## config.mk

```make
export PLATFORM = sky130hd
export DESIGN_NAME = seq_divider_8bit
export DESIGN_NICKNAME = d
export VERILOG_FILES = /design/src/rtl/seq_divider_8bit.sv
export SDC_FILE = /design/constraint.sdc
export NUM_CORES = 1
export LEC_CHECK = 0
export CAP_MARGIN = 20
export CORE_MARGIN = 4
export CORE_UTILIZATION = 50
export CTS_BUF_LIST = sky130_fd_sc_hd__clkbuf_8
export CTS_CLUSTER_DIAMETER = 40
export DETAILED_ROUTE_END_ITERATION = 16
export PLACE_DENSITY = 0.76
export SLEW_MARGIN = 20
export SYNTH_ARGS = -nofsm -noshare
export SYNTH_HDL_FRONTEND = slang
export SYNTH_SLANG_ARGS = --single-unit
```

## constraint.sdc

```tcl
create_clock -name clk -period 3.4 [get_ports clk]
set_clock_uncertainty 0.2 [all_clocks]
set_input_delay 0.68 -clock clk [delete_from_list [all_inputs] [get_ports clk]]
set_output_delay 0.68 -clock clk [all_outputs]
set_load 0.1 [all_outputs]
```

## src/rtl/seq_divider_8bit.sv

```systemverilog
// Unsigned sequential restoring divider: one quotient bit per clock, MSB first,
// with valid/ready handshakes on both the operand and the result side.
module seq_divider_8bit #(
  parameter int WIDTH = 8
) (
  input  logic             clk,
  input  logic             rst,
  input  logic             in_valid,
  output logic             in_ready,
  input  logic [WIDTH-1:0] dividend,
  input  logic [WIDTH-1:0] divisor,
  output logic             out_valid,
  input  logic             out_ready,
  output logic [WIDTH-1:0] quotient,
  output logic [WIDTH-1:0] remainder,
  output logic             div_by_zero
);

  localparam int CW = (WIDTH > 1) ? $clog2(WIDTH) : 1;

  typedef enum logic [1:0] {IDLE, CALC, DONE} state_t;

  state_t           state, state_nxt;
  logic [WIDTH-1:0] prem;
  logic [WIDTH-1:0] shreg;
  logic [WIDTH-1:0] dvsr;
  logic [CW-1:0]    cnt;

  logic [WIDTH:0]   trial;
  logic [WIDTH-1:0] diff;
  logic [WIDTH-1:0] prem_nxt;
  logic             qbit;

  // The partial remainder is always below the divisor, so the difference fits
  // in WIDTH bits; only the comparison needs the extra carry bit.
  always_comb begin
    trial    = {prem, shreg[WIDTH-1]};
    qbit     = (trial >= {1'b0, dvsr});
    diff     = trial[WIDTH-1:0] - dvsr;
    prem_nxt = qbit ? diff : trial[WIDTH-1:0];
  end

  always_comb begin
    state_nxt = state;
    in_ready  = 1'b0;
    out_valid = 1'b0;
    case (state)
      IDLE: begin
        in_ready = 1'b1;
        if (in_valid) state_nxt = (divisor == '0) ? DONE : CALC;
      end
      CALC: begin
        if (cnt == '0) state_nxt = DONE;
      end
      DONE: begin
        out_valid = 1'b1;
        if (out_ready) state_nxt = IDLE;
      end
      default: state_nxt = IDLE;
    endcase
  end

  // The dividend shift register doubles as the quotient accumulator.
  always_ff @(posedge clk) begin
    if (rst) begin
      state       <= IDLE;
      prem        <= '0;
      shreg       <= '0;
      dvsr        <= '0;
      cnt         <= '0;
      quotient    <= '0;
      remainder   <= '0;
      div_by_zero <= 1'b0;
    end else begin
      state <= state_nxt;
      case (state)
        IDLE: begin
          if (in_valid) begin
            if (divisor == '0) begin
              quotient    <= '1;
              remainder   <= dividend;
              div_by_zero <= 1'b1;
            end else begin
              prem        <= '0;
              shreg       <= dividend;
              dvsr        <= divisor;
              cnt         <= CW'(WIDTH - 1);
              div_by_zero <= 1'b0;
            end
          end
        end
        CALC: begin
          prem  <= prem_nxt;
          shreg <= {shreg[WIDTH-2:0], qbit};
          cnt   <= cnt - CW'(1);
          if (cnt == '0) begin
            quotient  <= {shreg[WIDTH-2:0], qbit};
            remainder <= prem_nxt;
          end
        end
        default: ;
      endcase
    end
  end

endmodule

```

==> flow_metrics.tcl <==
# yosys + openroad results
set metrics [dict create \
    run_status "finished clean" \
    warning_count 26 \
    timing.final.setup_violations 0 \
    viasPerCell 5.61 \
    wl_met1_um 2440 \
    tritoncts "yes" \
    cp-startpoint "shreg[7]" \
    ys.flop_type "dfxtp_1" \
    final-hold-violation-count 0 \
    design.core.area_sq_um 4440 \
    power.share.combinational 0.405 \
    rsz0062_at_grt "false" \
    cts_inserted_buffers 5 \
    netlist_top_cells_area "dfxtp_1, nand2_1, nor2_1" \
    die.size.x_um 76.3 \
    detailedRoute.firstIterationViolations 102 \
    detailedPlacementHpwl_um 3990 \
    yosys_cells 292 \
    clockBufferDepth 2 \
    r2r_end "remainder[4]" \
    internal_power_w 0.00106 \
    number_of_antenna_violations_at_the_first_check_in_global_routing 0 \
    netlist-cell-type-count 47 \
    top_layer "met4" \
    yosysWarningCount 0 \
    cts_repair_resize_count 0 \
    power_switching_share 0.399 \
    synth_largest_type_area_fraction 0.395 \
    netlist_area_sq_um 2330 \
    first_global_vias 1938 \
    top_level_ports 39 \
    place_congestion 0.907 \
    clock_sinks 46 \
    max_cap_violations 0 \
    chip_area_sq_um 5820 \
    finalInstanceArea_sq_um 2820 \
    cts.root.buffer_cell "clkbuf_8" \
    numPlacedInstances 370 \
    place.port_buffers 38 \
    crit-reg2reg-launch "shreg[7]" \
    worst_slew_pin_tran_ns 0.777 \
    pwr_density_cell_nw_per_um2 626 \
    hold_path.class "flop to flop" \
    layout_min_cycle_time_ns 2.76 \
    synth.yosys.chip_area_sq_um 2330 \
    ys_top_cells_by_count "dfxtp_1, nand2_1, nor2_1, a21oi_1, inv_1" \
    synthesis.instances 292 \
    slew_violations 0 \
    final.period_utilization 0.812 \
    finalWorstSetupSlack_ns 0.640 \
    critPathArrivalTime_ns 2.77 \
    areaGrowthSynthToFinish_pct 20.8 \
    diodes 0 \
    register_area_sq_um 921 \
    finalNonFillerCells 378 \
    route.detailed.wl_per_inst_um 14.1 \
    ir_worst_vdd_uv 341 \
    crit_end "remainder[4]" \
    vert_die_dim_um 76.3 \
    cts_hold_buf 0 \
    met3RoutedLength_um 296 \
    core_util_floorplan 0.524 \
    final_layout_size_suffix_gt1_frac 0.138 \
    syn_avg_cell_area_sq_um 7.98 \
    slew_headroom 0.482 \
    clk_latency_ns 0.30 \
    critPathMaxFanout 10 \
    r2r_setup_slack_ns 0.64 \
    setup_total_negative_slack_ns 0 \
    drc 0 \
    core.rowCount 24 \
    pwr-share-seq 0.361 \
    drt-total-wl_um 5320 \
    cts_post_setup_buffers_inserted 0 \
    synth-seq-area-share 0.395 \
    async_flop_share 0 \
    first_pass_grt_wire_length_um 8970 \
    postRouteAntennaNets 0 \
    pin_count_of_the_biggest_net_entering_global_routing 32 \
    logic_area_sq_um 1270 \
    netSwitchingPower_w 0.000703 \
    p_clk_frac 0.234 \
    vias 2120 \
    detailedPlace.worstSlack_ns 0.407 \
    critPathKind "flop to flop" \
    ys.flops 46 \
    critPathCaptureType "flop" \
    worstSetupStartpointType "flop" \
    firstDrtPassIters 4 \
    cp_data_required_time_ns 3.41 \
    worst-r2r-cell-count 8 \
    total_leakage_power_nw 1.14 \
    fmaxAchievable_mhz 362 \
    routed-wl-met2_um 2490 \
    globalRouteOverflowTotal 0 \
    synthesis.nets 323 \
    cts.clk_slew.worst_paths_ns 0.09 \
    postPlaceCellArea_sq_um 2700 \
    synth-edff-count 0 \
    globalRouteTotalUtil 0.188 \
    nets 356 \
    top_area_cell "dfxtp_1" \
    htreeDepth 2 \
    synthMostInstantiatedCell "dfxtp_1" \
]
## worst max-delay path: stages (launching register included)
cell and delay (ns):
dfxtp_1 0.34, inv_1 0.08, ha_1 0.32, nand2b_1 0.15, a21o_1 0.18, a211oi_2 0.36, or2_1 0.40, mux2_2 0.40
a311oi_1 0.24
## power by group through the flow
stage	clock, W	combinational, W	sequential [W]
final	0.000412	0.000714	0.000636
after global routing	0.000448	0.000776	0.000644
after CTS	0.000420	0.000713	0.000636
after detailed placement	0	0.000703	0.000649
after global placement	0	0.000691	0.000647
after floorplan	0	0.000443	0.000770
## routing by layer
metal	vias to the layer above	global-route usage
met4	0	0.0616
met2	48	0.305
li1	1095	-
met3	9	0.0426
met1	968	0.246
met5	-	0
## layout make-up
type                    count  share of cell area
well taps                  52              0.0231
inverters                  18              0.0240
clock buffers               5              0.0244
repair buffers             44               0.134
clock inverters             3              0.0156
multi-input cells         210               0.452
flip-flops and latches     46               0.327
## worst min-delay path by stage
stage	start	to	slack [ns]	cells past startpoint
finish	dvsr[5]	dvsr[5]	0.26	2
global route	dvsr[3]	dvsr[3]	0.28	2
CTS	dvsr[5]	dvsr[5]	0.27	2
detailed placement	dvsr[5]	dvsr[5]	0.25	2
global placement	dvsr[5]	dvsr[5]	0.25	2
floorplan	dvsr[2]	dvsr[2]	0.24	2
## registers in the layout, summed over array words and instances, names as in the netlist
name,cells
state,2
remainder,8
div_by_zero,1
dvsr,8
quotient,8
shreg,8
prem,8
cnt,3
## metrics by stage
step	hold slack, ns	utilization	total power, W
6_report	0.262	0.633	0.00176
5_1_grt	0.280	0.633	0.00187
4_1_cts	0.266	0.633	0.00177
3_5_place_dp	0.255	0.607	0.00135
3_3_place_gp	0.247	0.607	0.00134
2_1_floorplan	0.236	-	0.00121
## cells by family (layout without fill, tap and decap cells)
kind of cell	count (synthesis)	count (layout)	synth area share
compound gates	73	73	0.228
xor+xnor	3	3	0.0113
mux	2	2	0.00966
buf+inv	36	70	0.0628
flops	46	46	0.395
fa+ha+maj	11	11	0.0623
simple gates	121	121	0.231
## layout by cell type (no fill, tap or decap), drive strengths merged, types with 5 or more instances in the layout
master / netlist / final
o21ai: 5 / 5
nand2: 43 / 43
a311oi: 15 / 15
nor2: 40 / 40
nand3: 13 / 13
a211oi: 9 / 9
clkdlybuf4s50: 0 / 19
dfxtp: 46 / 46
buf: 5 / 25
inv: 18 / 19
ha: 10 / 10
a21oi: 25 / 25
clkbuf: 13 / 5
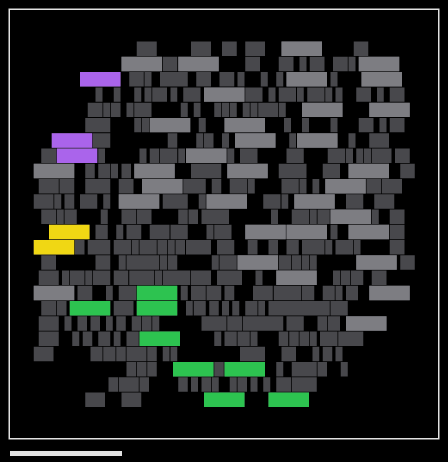
Fig. 1. Sequential cells coloured by netlist name.
Scale bar: 20 um.
name in the netlist	colour	placed flops
cnt	purple	3
dvsr	green	8
state	yellow	2

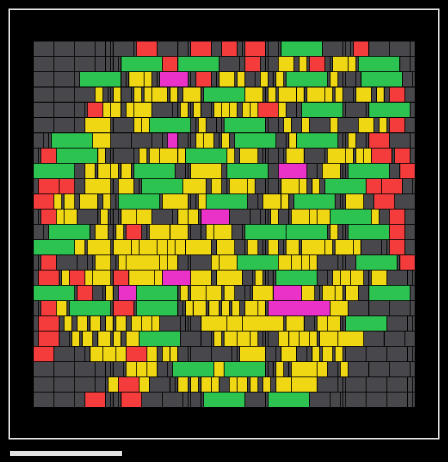
Fig. 2. Placed cells, one colour a class.
Scale bar: 20 um. Fill, decap, tap and diode cells in grey.
class	colour	cells	share of their area
remaining logic cells	yellow	228	49%
clock drivers and dummy loads	magenta	8	4.1%
remaining buffers and delay cells	red	44	14%
sequential cells	green	46	33%

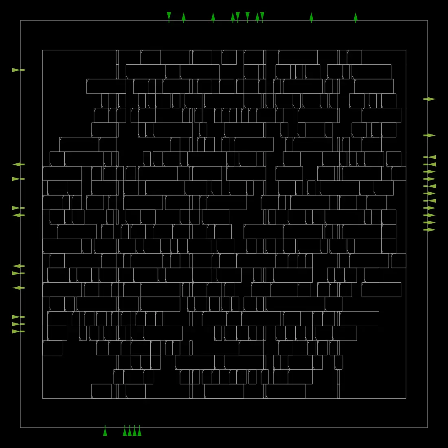
Fig. 3. Placed standard cells.
flip-flops: 46
fill count: 412

Power and IR drop assume default switching activity.
